**Run 1: M2 wires**

The bar under the picture is 20 µm long.
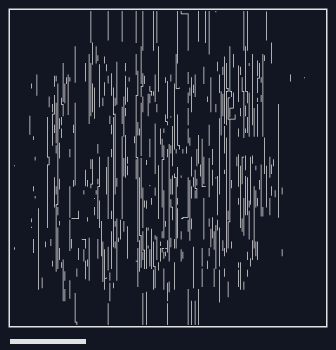
**Run 1: cells coloured by class**

The bar under the picture is 20 µm long. Fill, decap, tap and diode cells in grey.
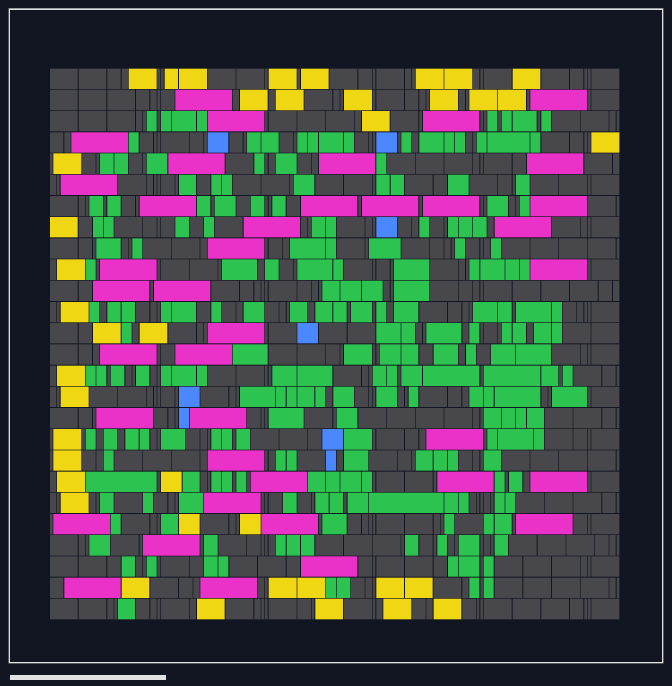
**Run 1: PDN straps and rails**

Pins as bars on the die edge. Tap cells in grey.
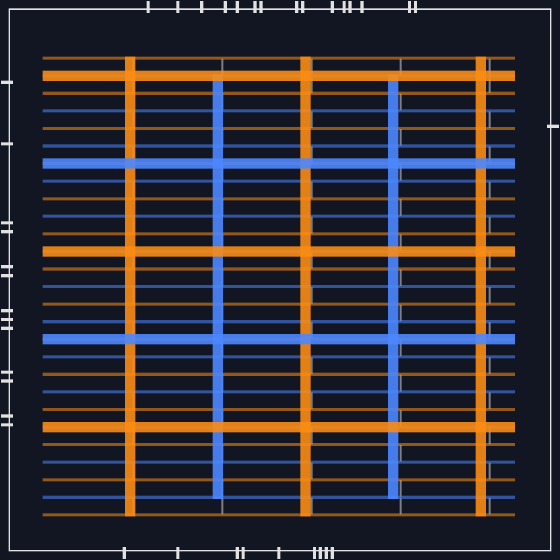
File: src/rtl/sm83_alu_serial_if.sv
// ============================================================================
// Module      : sm83_alu_serial_if
// Description : Command/response bundle between the decode sequencer and the
//               slice-serial SM83 ALU.
// Revision    : 1.0 - initial release
// ============================================================================
`default_nettype none

interface sm83_alu_serial_if #(
  parameter int WORD_SIZE = 8
);
  logic                 start;
  logic [2:0]           op;
  logic [WORD_SIZE-1:0] op_a;
  logic [WORD_SIZE-1:0] op_b;
  logic                 carry_in;
  logic                 ready;
  logic                 busy;
  logic                 done;
  logic [WORD_SIZE-1:0] result;
  logic                 flag_z;
  logic                 flag_n;
  logic                 flag_h;
  logic                 flag_c;

  modport master (
    output start, op, op_a, op_b, carry_in,
    input  ready, busy, done, result, flag_z, flag_n, flag_h, flag_c
  );

  modport slave (
    input  start, op, op_a, op_b, carry_in,
    output ready, busy, done, result, flag_z, flag_n, flag_h, flag_c
  );
endinterface

`default_nettype wire

File: src/rtl/sm83_alu_serial.sv
// ============================================================================
// Module      : sm83_alu_serial
// Description : SM83 ALU processing one SLICE_WIDTH slice per clock, LSB
//               first, with internal carry chaining and Z/N/H/C flags.
// Revision    : 1.0 - initial release
// ============================================================================
`default_nettype none

module sm83_alu_serial #(
  parameter int SLICE_WIDTH = 4,
  parameter int NUM_SLICES  = 2
) (
  input  wire logic         clk,
  input  wire logic         reset,
  sm83_alu_serial_if.slave  bus
);

  localparam int WORD_SIZE = SLICE_WIDTH * NUM_SLICES;
  localparam int CNT_W     = (NUM_SLICES > 1) ? $clog2(NUM_SLICES) : 1;
  localparam logic [CNT_W-1:0] c_LAST = CNT_W'(NUM_SLICES - 1);

  localparam logic [2:0] c_OP_ADD = 3'd0;
  localparam logic [2:0] c_OP_ADC = 3'd1;
  localparam logic [2:0] c_OP_SUB = 3'd2;
  localparam logic [2:0] c_OP_SBC = 3'd3;
  localparam logic [2:0] c_OP_AND = 3'd4;
  localparam logic [2:0] c_OP_XOR = 3'd5;
  localparam logic [2:0] c_OP_OR  = 3'd6;
  localparam logic [2:0] c_OP_CP  = 3'd7;

  typedef enum logic [1:0] {
    S_IDLE = 2'd0,
    S_RUN  = 2'd1,
    S_DONE = 2'd2
  } state_t;

  state_t                 r_state;
  logic [2:0]             r_op;
  logic [WORD_SIZE-1:0]   r_a;
  logic [WORD_SIZE-1:0]   r_b;
  logic [WORD_SIZE-1:0]   r_result;
  logic [CNT_W-1:0]       r_slice;
  logic                   r_carry;
  logic                   r_zacc;
  logic                   r_ready;
  logic                   r_busy;
  logic                   r_done;
  logic                   r_z;
  logic                   r_n;
  logic                   r_h;
  logic                   r_c;

  logic                   w_is_sub;
  logic                   w_is_logic;
  logic                   w_cin_eff;
  logic [SLICE_WIDTH-1:0] w_a_sl;
  logic [SLICE_WIDTH-1:0] w_b_raw;
  logic [SLICE_WIDTH-1:0] w_b_sl;
  logic [SLICE_WIDTH:0]   w_sum;
  logic [SLICE_WIDTH-1:0] w_slice_res;
  logic                   w_cout;
  logic                   w_slice_zero;
  logic                   w_flag_carry;
  logic [WORD_SIZE-1:0]   w_res_shift;

  assign w_is_sub   = (r_op == c_OP_SUB) || (r_op == c_OP_SBC) || (r_op == c_OP_CP);
  assign w_is_logic = (r_op == c_OP_AND) || (r_op == c_OP_XOR) || (r_op == c_OP_OR);

  // Operands shift right each cycle, so the active slice is always the low bits.
  assign w_a_sl  = r_a[SLICE_WIDTH-1:0];
  assign w_b_raw = r_b[SLICE_WIDTH-1:0];
  assign w_b_sl  = w_is_sub ? ~w_b_raw : w_b_raw;
  assign w_sum   = {1'b0, w_a_sl} + {1'b0, w_b_sl} + {{SLICE_WIDTH{1'b0}}, r_carry};

  always_comb begin
    w_slice_res = w_sum[SLICE_WIDTH-1:0];
    case (r_op)
      c_OP_AND: w_slice_res = w_a_sl & w_b_raw;
      c_OP_XOR: w_slice_res = w_a_sl ^ w_b_raw;
      c_OP_OR:  w_slice_res = w_a_sl | w_b_raw;
      default:  w_slice_res = w_sum[SLICE_WIDTH-1:0];
    endcase
  end

  assign w_cout       = w_is_logic ? 1'b0 : w_sum[SLICE_WIDTH];
  assign w_slice_zero = (w_slice_res == '0);
  // Subtract ops report borrow, which is the inverse of the adder carry.
  assign w_flag_carry = w_cout ^ w_is_sub;

  always_comb begin
    w_cin_eff = 1'b0;
    case (bus.op)
      c_OP_ADC:          w_cin_eff = bus.carry_in;
      c_OP_SUB, c_OP_CP: w_cin_eff = 1'b1;
      c_OP_SBC:          w_cin_eff = ~bus.carry_in;
      default:           w_cin_eff = 1'b0;
    endcase
  end

  generate
    if (NUM_SLICES == 1) begin : g_single_slice
      assign w_res_shift = w_slice_res;
    end else begin : g_multi_slice
      assign w_res_shift = {w_slice_res, r_result[WORD_SIZE-1:SLICE_WIDTH]};
    end
  endgenerate

  always_ff @(posedge clk) begin
    if (reset) begin
      r_state  <= S_IDLE;
      r_op     <= c_OP_ADD;
      r_a      <= '0;
      r_b      <= '0;
      r_result <= '0;
      r_slice  <= '0;
      r_carry  <= 1'b0;
      r_zacc   <= 1'b0;
      r_ready  <= 1'b1;
      r_busy   <= 1'b0;
      r_done   <= 1'b0;
      r_z      <= 1'b0;
      r_n      <= 1'b0;
      r_h      <= 1'b0;
      r_c      <= 1'b0;
    end else begin
      case (r_state)
        S_IDLE: begin
          if (bus.start && r_ready) begin
            r_op    <= bus.op;
            r_a     <= bus.op_a;
            r_b     <= bus.op_b;
            r_carry <= w_cin_eff;
            r_slice <= '0;
            r_zacc  <= 1'b1;
            if (bus.op == c_OP_CP) begin
              r_result <= bus.op_a;
            end
            r_ready <= 1'b0;
            r_busy  <= 1'b1;
            r_state <= S_RUN;
          end
        end
        S_RUN: begin
          r_a     <= r_a >> SLICE_WIDTH;
          r_b     <= r_b >> SLICE_WIDTH;
          r_carry <= w_cout;
          r_zacc  <= r_zacc & w_slice_zero;
          r_slice <= r_slice + 1'b1;
          if (r_op != c_OP_CP) begin
            r_result <= w_res_shift;
          end
          if (r_slice == '0) begin
            r_h <= w_is_logic ? (r_op == c_OP_AND) : w_flag_carry;
          end
          if (r_slice == c_LAST) begin
            r_c     <= w_is_logic ? 1'b0 : w_flag_carry;
            r_z     <= r_zacc & w_slice_zero;
            r_n     <= w_is_sub;
            r_busy  <= 1'b0;
            r_done  <= 1'b1;
            r_state <= S_DONE;
          end
        end
        S_DONE: begin
          r_done  <= 1'b0;
          r_ready <= 1'b1;
          r_state <= S_IDLE;
        end
        default: begin
          r_done  <= 1'b0;
          r_busy  <= 1'b0;
          r_ready <= 1'b1;
          r_state <= S_IDLE;
        end
      endcase
    end
  end

  assign bus.ready  = r_ready;
  assign bus.busy   = r_busy;
  assign bus.done   = r_done;
  assign bus.result = r_result;
  assign bus.flag_z = r_z;
  assign bus.flag_n = r_n;
  assign bus.flag_h = r_h;
  assign bus.flag_c = r_c;

endmodule

`default_nettype wire

File: src/flat_wrapper.sv
// flat-port wrapper written by rule: the top's interface ports become plain ports
module sm83_alu_serial_flat 
#(
  parameter int SLICE_WIDTH = 4,
  parameter int NUM_SLICES  = 2
)
  (clk, reset, bus_start, bus_op, bus_op_a, bus_op_b, bus_carry_in, bus_ready, bus_busy, bus_done, bus_result, bus_flag_z, bus_flag_n, bus_flag_h, bus_flag_c);
  sm83_alu_serial_if #(.WORD_SIZE(8)) bus_i ();
  input  wire logic clk;
  input  wire logic reset;
  input wire logic [$bits(bus_i.start)-1:0] bus_start;
  input wire logic [$bits(bus_i.op)-1:0] bus_op;
  input wire logic [$bits(bus_i.op_a)-1:0] bus_op_a;
  input wire logic [$bits(bus_i.op_b)-1:0] bus_op_b;
  input wire logic [$bits(bus_i.carry_in)-1:0] bus_carry_in;
  output wire logic [$bits(bus_i.ready)-1:0] bus_ready;
  output wire logic [$bits(bus_i.busy)-1:0] bus_busy;
  output wire logic [$bits(bus_i.done)-1:0] bus_done;
  output wire logic [$bits(bus_i.result)-1:0] bus_result;
  output wire logic [$bits(bus_i.flag_z)-1:0] bus_flag_z;
  output wire logic [$bits(bus_i.flag_n)-1:0] bus_flag_n;
  output wire logic [$bits(bus_i.flag_h)-1:0] bus_flag_h;
  output wire logic [$bits(bus_i.flag_c)-1:0] bus_flag_c;
  assign bus_i.start = bus_start;
  assign bus_i.op = bus_op;
  assign bus_i.op_a = bus_op_a;
  assign bus_i.op_b = bus_op_b;
  assign bus_i.carry_in = bus_carry_in;
  assign bus_ready = bus_i.ready;
  assign bus_busy = bus_i.busy;
  assign bus_done = bus_i.done;
  assign bus_result = bus_i.result;
  assign bus_flag_z = bus_i.flag_z;
  assign bus_flag_n = bus_i.flag_n;
  assign bus_flag_h = bus_i.flag_h;
  assign bus_flag_c = bus_i.flag_c;
  sm83_alu_serial #(.SLICE_WIDTH(SLICE_WIDTH), .NUM_SLICES(NUM_SLICES)) u_core (.clk(clk), .reset(reset), .bus(bus_i));
endmodule
File: config.mk
export PLATFORM = sky130hd
export DESIGN_NAME = sm83_alu_serial_flat
export DESIGN_NICKNAME = d
export VERILOG_FILES = /design/src/rtl/sm83_alu_serial_if.sv /design/src/rtl/sm83_alu_serial.sv /design/src/flat_wrapper.sv
export SDC_FILE = /design/constraint.sdc
export NUM_CORES = 1
export LEC_CHECK = 0
export CAP_MARGIN = 5
export CELL_PAD_IN_SITES_DETAIL_PLACEMENT = 0
export CELL_PAD_IN_SITES_GLOBAL_PLACEMENT = 1
export CORE_MARGIN = 5
export CORE_UTILIZATION = 40
export CTS_BUF_LIST = sky130_fd_sc_hd__clkbuf_4
export DETAILED_ROUTE_END_ITERATION = 8
export PLACE_DENSITY_LB_ADDON = 0.12
export SLEW_MARGIN = 30
export SYNTH_ARGS = -nofsm -noshare
export SYNTH_HDL_FRONTEND = slang
export SYNTH_SLANG_ARGS = --single-unit
File: constraint.sdc
create_clock -name clk -period 4.9 [get_ports clk]
set_input_delay 0.735 -clock clk [delete_from_list [all_inputs] [get_ports clk]]
set_output_delay 0.735 -clock clk [all_outputs]
set_load 0.05 [all_outputs]
==> out/notes.md, run 1 <==
For reference, the placement row count at floorplan is 26. Per the GRT congestion report, total overflow comes to 0. The logs give 0 for the number of max-slew violations in the final report and 2560 µm² for the post-place instance area. Highest-delay cell along the critical path: sky130_fd_sc_hd__dfxtp_1. Counting distinct cell types in the post-synthesis netlist gives 48. For the finished layout, the period the worst path requires is 3380 ps. The final worst clock skew is 6.03 ps, and the detailed-routing iteration count for the pre-antenna-repair pass is 4. After synthesis, flip-flops and latches occupy 36.0% of the total area. The maximum buffer depth of the clock tree was 2. The routed design shows a wire length per standard cell of 13.7 µm. Buffer type at the clock tree root: sky130_fd_sc_hd__clkbuf_4. Hold repair after CTS inserted 0 buffers.

Synthesis produced a netlist whose cell count is 270. Per the repair_timing log after CTS, setup buffers inserted total 0. Data on the critical path is required at its endpoint by 5160 ps. Sorting the synthesis cell report by count puts at the top sky130_fd_sc_hd__nand2_1.

The run finished with clean final reports. For reference, full adder, half adder and majority cells occupy 8.77% of the area reported after synthesis. Total wire length: 5090 µm.

The share of the synthesized area in the top cell type is 36.0%, and the register bit total from synthesis is 39. Timing would allow up to 0.296 GHz.
Notes on 'M2 wires' above:
main direction: vertical
wire length on this layer: 2,400 µm
share of all routed wire: 47%

Notes on 'cells coloured by class' above:
[yellow] remaining buffers and delay cells | cells: 40 | share of their area: 15%
[green] remaining logic cells | cells: 213 | share of their area: 52%
[magenta] sequential cells | cells: 39 | share of their area: 31%
[blue] clock drivers and dummy loads | cells: 8 | share of their area: 2.1%

Notes on 'PDN straps and rails' above:
[blue] VDD
[orange] VSS
met1 rails: 27
rows: 26
met5 straps: 5

-- run 1: sequential cells by signal (all words and copies together), names as in the netlist, 2 cells and up --
register           cells
u_core.r_b             8
u_core.bus.result      8
u_core.r_op            3
u_core.r_state         2
u_core.r_a             8
-- run 1: kinds of logic after synthesis --
group                      after synthesis
AOI/OAI and AO/OA                       66
buffers and inverters                   32
adders and majority gates               14
xor gates and xnor gates                 6
and+or+nand+nor                        113
DFF                                     39
-- run 1: cells in the final DEF (no fill, tap or decap), types with 9 or more instances in the layout --
| master | instances |
|---|---|
| sky130_fd_sc_hd__a21oi_1 | 25 |
| sky130_fd_sc_hd__a311oi_1 | 9 |
| sky130_fd_sc_hd__clkdlybuf4s50_1 | 36 |
| sky130_fd_sc_hd__dfxtp_1 | 39 |
| sky130_fd_sc_hd__ha_1 | 12 |
| sky130_fd_sc_hd__inv_1 | 14 |
| sky130_fd_sc_hd__nand2_1 | 49 |
| sky130_fd_sc_hd__nand3_1 | 12 |
| sky130_fd_sc_hd__nor2_1 | 24 |
-- run 1: per-layer routing --
layer | track usage [%] | vias to the layer above | share of wire, %
met5 | 0 | - | 0
met4 | 4.24 | 0 | 0.90
met3 | 3.16 | 5 | 3.8
met2 | 24.3 | 27 | 47
met1 | 20.5 | 871 | 48
li1 | - | 991 | -
-- run 1: metrics by stage --
stage	utilization, %	cells	hold WS [ps]	power, mW
after floorplan	-	270	448	0.564
after global placement	49.7	362	444	0.644
after detailed placement	49.6	362	446	0.644
after CTS	50.6	370	468	0.806
after global routing	50.7	370	493	0.851
final	50.7	370	465	0.795
-- run 1: final timing paths --
| kind | from | endpoint | slack (ps) | cells after the start |
|---|---|---|---|---|
| worst max-delay path | u_core.r_op[1]$_SDFFE_PP0P_ | u_core.bus.flag_z$_SDFFE_PP0P_ | 1520 | 9 |
| worst min-delay path | u_core.bus.flag_c$_SDFFE_PP0P_ | u_core.bus.flag_c$_SDFFE_PP0P_ | 460 | 2 |
| worst max register to register | u_core.r_op[1]$_SDFFE_PP0P_ | u_core.bus.flag_z$_SDFFE_PP0P_ | 1520 | 9 |
| worst min register to register | u_core.bus.flag_c$_SDFFE_PP0P_ | u_core.bus.flag_c$_SDFFE_PP0P_ | 460 | 2 |
-- run 1: power by group --
part / switching (mW) / leakage (nW) / total, mW / internal (mW)
Clock: 0.101 / 0.0307 / 0.159 / 0.0588
Sequential: 0.0287 / 0.319 / 0.374 / 0.345
Combinational: 0.155 / 0.611 / 0.262 / 0.107
Total: 0.284 / 0.961 / 0.795 / 0.510
-- run 1: final cells by class --
class	instances	area, µm²
timing repair buffer	40	388
tap	70	87.6
clock buffer	6	45.0
multi-input combinational	199	1260
sequential	39	781
clock inverter	2	7.51
inverter	14	52.6
fill	501	2550
-- run 1: worst max-delay path: cells and delay by family, from the launching register on --
kind | cells | cell delay (ps)
xor+xnor | 1 | 230
flops | 1 | 720
compound gates | 3 | 430
fa+ha+maj | 2 | 920
simple gates | 3 | 1000
**Run 1: clock distribution**

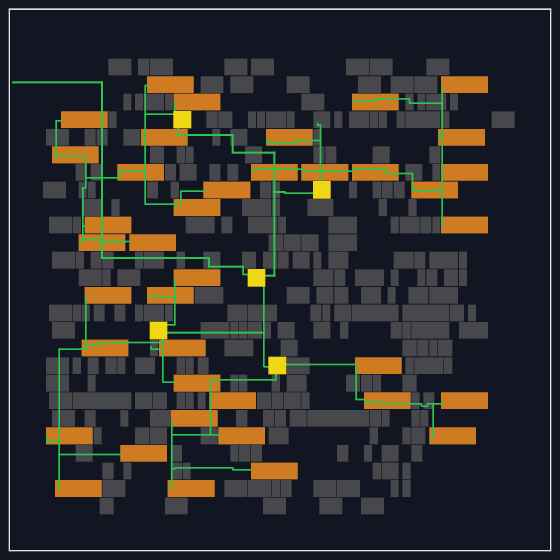

==> run 1 -> run 2 <==
--- a/config.mk
+++ b/config.mk
@@ -9,7 +9,7 @@
 export CELL_PAD_IN_SITES_DETAIL_PLACEMENT = 0
 export CELL_PAD_IN_SITES_GLOBAL_PLACEMENT = 1
 export CORE_MARGIN = 5
-export CORE_UTILIZATION = 40
+export CORE_UTILIZATION = 36
 export CTS_BUF_LIST = sky130_fd_sc_hd__clkbuf_4
 export DETAILED_ROUTE_END_ITERATION = 8
 export PLACE_DENSITY_LB_ADDON = 0.12
==> constraint.sdc (replaced) <==
create_clock -name clk -period 2.88 [get_ports clk]
set_input_delay 0.432 -clock clk [delete_from_list [all_inputs] [get_ports clk]]
set_output_delay 0.432 -clock clk [all_outputs]
set_load 0.05 [all_outputs]
**Run 2: clock distribution**

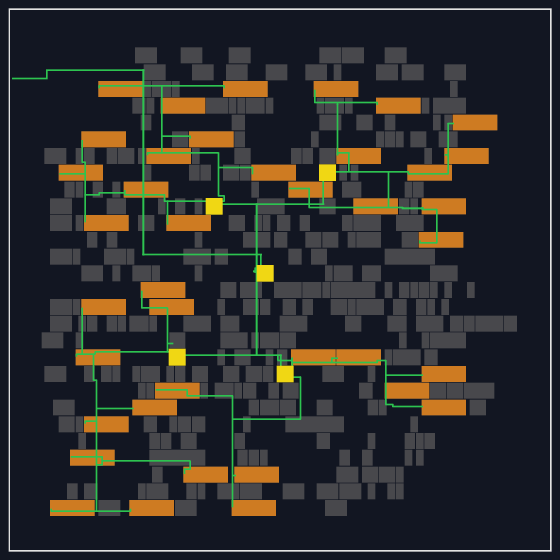
[yellow] clock-net drivers | count: 5
[green] clock wires | length: 559 µm
[orange] flip-flops | count: 39
flops lie: widely spread

**Run 2: PDN straps and rails**

Pins as bars on the die edge. Tap cells in grey.
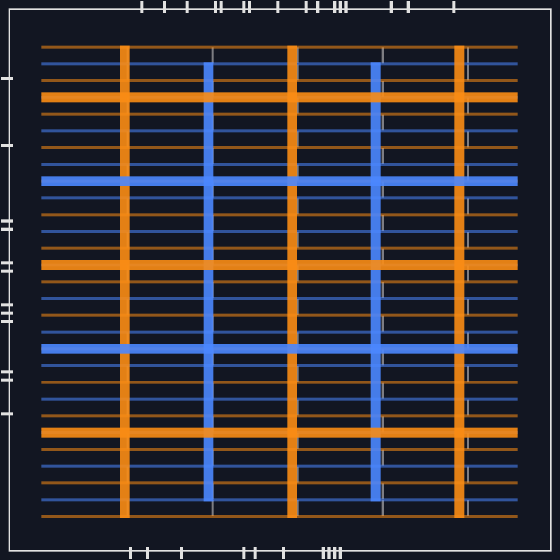
[orange] VSS
[blue] VDD
met5 straps: 5
met4 straps: 5
met1 rails: 29

==> out/notes.md, run 2 <==
The run finished with clean final reports. Share of the synthesized area in the top cell type: 36.0% (unchanged). The origin of the worst min-delay path is u_core.bus.flag_c$_SDFFE_PP0P_ (unchanged). The highest-delay cell along the critical path was sky130_fd_sc_hd__or4_4 (was sky130_fd_sc_hd__dfxtp_1).

Post-synthesis cell count: 270 (unchanged). The most frequent cell after synthesis is sky130_fd_sc_hd__nand2_1 (unchanged). The final worst clock skew was 9.42 ps (was 6.03 ps). The logs give 36.0% (unchanged) for the portion of the post-synthesis area used by sequential elements and 210 ps (was 1520 ps) for the worst setup slack for register-to-register paths.

The run gives 2670 ps (was 3380 ps) for the final critical path time including I/O delays and setup. The cell family with the largest share of critical-path delay is adder cells (was simple AND/OR/NAND/NOR gates). The reg-to-reg critical path endpoint was u_core.r_zacc$_SDFFE_PP0P_ (was u_core.bus.flag_z$_SDFFE_PP0P_). For the number of hold buffers added after CTS, the log shows 0 (unchanged).

The number of rows created at floorplan was 28 (was 26). The critical path capture point was u_core.r_zacc$_SDFFE_PP0P_ (was u_core.bus.flag_z$_SDFFE_PP0P_). The total power came out at 1.40 mW (was 0.795 mW). The buffer type at the clock tree root was sky130_fd_sc_hd__clkbuf_4 (unchanged).

The logs give 3140 ps (was 5160 ps) for the critical path data required time and 620 (was 501) for the fill cell total of the finished layout. Total grt overflow: 0 (unchanged). The run gives 2 (unchanged) for the maximum buffer depth of the clock tree.
[run 2: tightest hold or removal path: stages (launching register included)]
cell                      delay, ps
sky130_fd_sc_hd__dfxtp_1        330
sky130_fd_sc_hd__nand2_1         50
sky130_fd_sc_hd__a21oi_1         50
[run 2: cells by family (layout without fill, tap and decap cells)]
kind of cell	count (synthesis)	after routing	synth area share, %
XOR/XNOR	6	6	2.42
AND/OR/NAND/NOR	113	113	24.1
adder cells (fa/ha/maj)	14	14	8.77
AND-OR/OR-AND	66	66	22.0
buffers and inverters	32	71	6.75
flip-flops	39	39	36.0
[run 2: how the worst min path moves through the flow]
stage | endpoint | cells after the start
floorplan | u_core.r_a[4]$_SDFFE_PP0P_ | 2
global placement | u_core.bus.flag_c$_SDFFE_PP0P_ | 2
detailed placement | u_core.bus.flag_c$_SDFFE_PP0P_ | 2
CTS | u_core.bus.flag_c$_SDFFE_PP0P_ | 2
global route | u_core.bus.flag_c$_SDFFE_PP0P_ | 2
finish | u_core.bus.flag_c$_SDFFE_PP0P_ | 2
[run 2: metrics by stage]
step	hold slack, ps	instances	instance area, µm²	setup WS, ps	util [%]
floorplan	448	270	2170	94.4	-
global placement	440	376	2640	187	44.9
detailed placement	451	376	2640	130	44.9
CTS	463	384	2700	108	45.9
global route	491	384	2710	32.8	46.1
finish	461	384	2710	212	46.1
[run 2: area by class of cell]
cell class,instances,area [µm²],area share (%)
inverters,14,52.6,1.94
clock buffers,7,52.6,1.94
well taps,75,93.8,3.46
flip-flops and latches,39,781,28.8
multi-input cells,199,1270,46.7
clock inverters,1,5.00,0.185
repair buffers,49,460,17.0
[run 2: per-layer routing]
layer	track usage, %	share of wire, %	up-vias
met3	3.20	2.9	5
met4	3.77	0.97	0
met2	24.3	47	30
met1	21.3	49	915
li1	-	-	1003
met5	0	0	-
[run 2: report_power, final]
group          switching (mW)  internal (mW)
clock network           0.186          0.114
logic                   0.279          0.196
registers              0.0399          0.587
**Run 2: cells coloured by class**

The bar under the picture is 20 µm long. Fill, decap, tap and diode cells in grey.
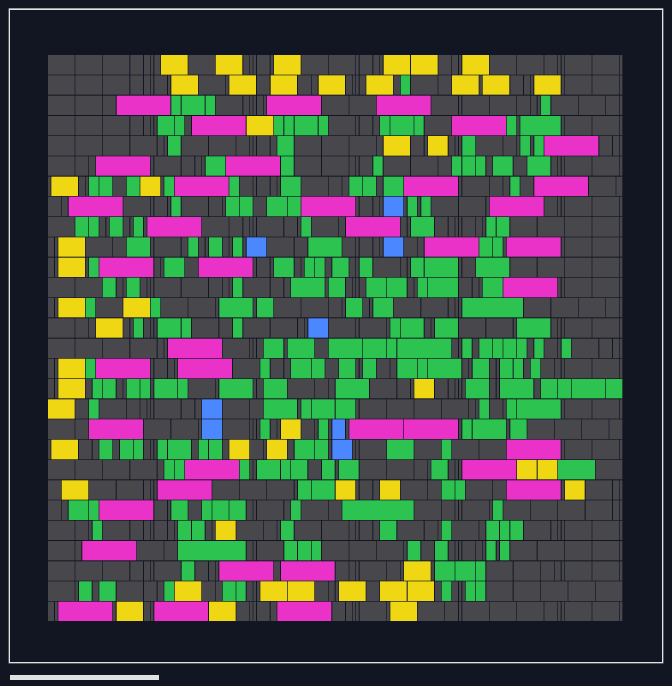

==> run 2 -> run 3 <==
--- a/config.mk
+++ b/config.mk
@@ -5,6 +5,7 @@
 export SDC_FILE = /design/constraint.sdc
 export NUM_CORES = 1
 export LEC_CHECK = 0
+export ABC_AREA = 1
 export CAP_MARGIN = 5
 export CELL_PAD_IN_SITES_DETAIL_PLACEMENT = 0
 export CELL_PAD_IN_SITES_GLOBAL_PLACEMENT = 1
@@ -13,6 +14,7 @@
 export CTS_BUF_LIST = sky130_fd_sc_hd__clkbuf_4
 export DETAILED_ROUTE_END_ITERATION = 8
 export PLACE_DENSITY_LB_ADDON = 0.12
+export SKIP_LAST_GASP = 1
 export SLEW_MARGIN = 30
 export SYNTH_ARGS = -nofsm -noshare
 export SYNTH_HDL_FRONTEND = slang
**Run 3: cells coloured by class**

The bar under the picture is 20 µm long. Fill, decap, tap and diode cells in grey.
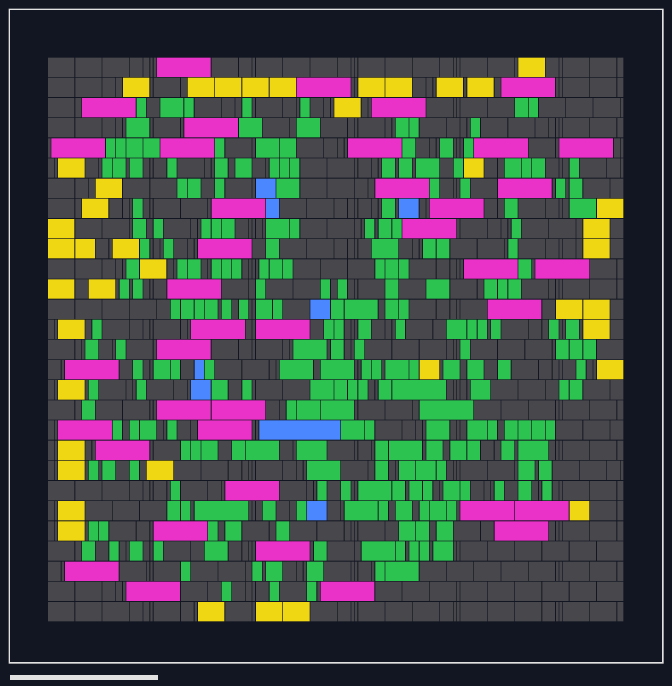
[blue] clock drivers and dummy loads | cells: 8 | share of their area: 2.9%
[magenta] sequential cells | cells: 39 | share of their area: 30%
[yellow] remaining buffers and delay cells | cells: 41 | share of their area: 15%
[green] remaining logic cells | cells: 244 | share of their area: 51%

**Run 3: M2 wires**

The bar under the picture is 20 µm long.
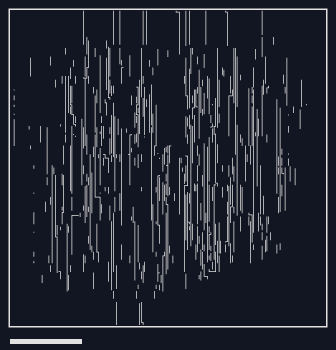
main direction: vertical
nets with wire on the layer: 289

==> out/notes.md, run 3 <==
The tools report the buffer type at the clock tree root as sky130_fd_sc_hd__clkbuf_4 (unchanged). Register bit total from synthesis: 39 (unchanged). The area fraction in and, or, nand and nor cells is 25.2% (was 24.1%), and the post-synthesis cell type count is 31 (was 48). The buffer-and-inverter tally for the worst setup path is 1 (was 0). The run gives 622 (was 620) as the fill cell total of the finished layout. The cell family with the largest share of critical-path delay is adder cells (unchanged). The highest-delay cell along the critical path was sky130_fd_sc_hd__fa_1 (was sky130_fd_sc_hd__or4_4).

The run gives 0.411 GHz (was 0.375 GHz) for the maximum frequency from static timing analysis. The area fraction in full adders, half adders and majority gates came out at 8.69% (was 8.77%). With the wire length per cell after detailed routing at 13.3 µm (was 14.5 µm), the post-route cell area is 2680 µm² (was 2710 µm²). The tools report the number of buffers added for setup after CTS as 0 (unchanged). The tools report the post-place instance area as 2610 µm² (was 2640 µm²). The share of the synthesized area in the top cell type is 35.7% (was 36.0%). The sequential cell area was 781 µm² (unchanged); the number of rows created at floorplan was 28 (unchanged). Most instantiated logic cells after routing: sky130_fd_sc_hd__nand2_1 (72), sky130_fd_sc_hd__dfxtp_1 (39), sky130_fd_sc_hd__clkdlybuf4s50_1 (37) (was sky130_fd_sc_hd__nand2_1 (49), sky130_fd_sc_hd__dfxtp_1 (39), sky130_fd_sc_hd__clkdlybuf4s50_1 (37)). The tools report the post-synthesis cell count as 296 (was 270). The most frequent cell after synthesis was sky130_fd_sc_hd__nand2_1 (unchanged).

For the number of hold buffers added after CTS, the log shows 0 (unchanged). The flow ran to the end, and the final reports show no timing, DRC or antenna violations. The critical path data required time is 3170 ps (was 3140 ps). The tools report the maximum buffer depth of the clock tree as 2 (unchanged).
[run 3: netlist changes by cell type in the layout (fill, tap and decap cells not counted), moves of 5 or more]
cell	previous run	this run
sky130_fd_sc_hd__nand2_1	49	72
sky130_fd_sc_hd__inv_1	14	35
sky130_fd_sc_hd__nor2_1	24	7
sky130_fd_sc_hd__o21ai_0	5	18
sky130_fd_sc_hd__a311oi_1	9	0
sky130_fd_sc_hd__buf_4	12	4
sky130_fd_sc_hd__a31oi_1	1	8
sky130_fd_sc_hd__nand2_2	0	7
sky130_fd_sc_hd__nand2b_1	6	0
sky130_fd_sc_hd__nor2b_1	6	0
sky130_fd_sc_hd__a21oi_2	0	5
sky130_fd_sc_hd__nand4_1	1	6
sky130_fd_sc_hd__xnor2_1	5	0
sky130_fd_sc_hd__xor2_1	1	6
[run 3: cell families (layout without fill, tap and decap cells)]
group / Yosys count / count (layout)
AND/OR/NAND/NOR: 117 / 117
AND-OR/OR-AND: 66 / 66
buffers and inverters: 54 / 90
flip-flops: 39 / 39
adder cells (fa/ha/maj): 14 / 14
XOR/XNOR: 6 / 6
[run 3: through the flow]
step / hold WS, ps / instances
final: 467 / 407
after global routing: 495 / 407
after CTS: 472 / 407
after detailed placement: 453 / 399
after floorplan: 439 / 296
after global placement: 451 / 399
[run 3: power breakdown]
group	internal (mW)	leakage (nW)	switching [mW]
registers	0.590	0.320	0.0421
clock network	0.179	0.0426	0.195
logic	0.180	0.763	0.310
[run 3: worst register-to-register path, delay by kind of cell (launching register included)]
| family | cells | cell delay (ps) |
|---|---|---|
| AOI/OAI and AO/OA | 1 | 140 |
| xor gates and xnor gates | 1 | 90 |
| adders and majority gates | 2 | 900 |
| buffers and inverters | 1 | 120 |
| DFF | 1 | 480 |
| and+or+nand+nor | 5 | 660 |
[run 3: area by class of cell]
class                   instances  area share (%)
repair buffers                 41            14.9
clock buffers                   5            1.40
flip-flops and latches         39            29.1
multi-input cells             203            43.3
inverters                      41            6.30
clock inverters                 3            1.45
well taps                      75            3.50
[run 3: layer usage]
layer / vias to the layer above / global-route usage, % / part of all wire [%]
met5: - / 0 / 0
met4: 0 / 5.44 / 1.1
met1: 880 / 20.2 / 49
met3: 5 / 4.05 / 5.1
met2: 36 / 24.0 / 45
li1: 1026 / - / -
[run 3: final timing paths]
check | start | end | depth (start not counted)
worst max-delay path | u_core.r_op[1]$_SDFFE_PP0P_ | u_core.bus.flag_z$_SDFFE_PP0P_ | 10
worst min-delay path | u_core.bus.busy$_SDFFE_PP0P_ | u_core.bus.busy$_SDFFE_PP0P_ | 2
worst max register to register | u_core.r_op[1]$_SDFFE_PP0P_ | u_core.bus.flag_z$_SDFFE_PP0P_ | 10
worst min register to register | u_core.bus.busy$_SDFFE_PP0P_ | u_core.bus.busy$_SDFFE_PP0P_ | 2
Power and IR drop assume default switching activity.
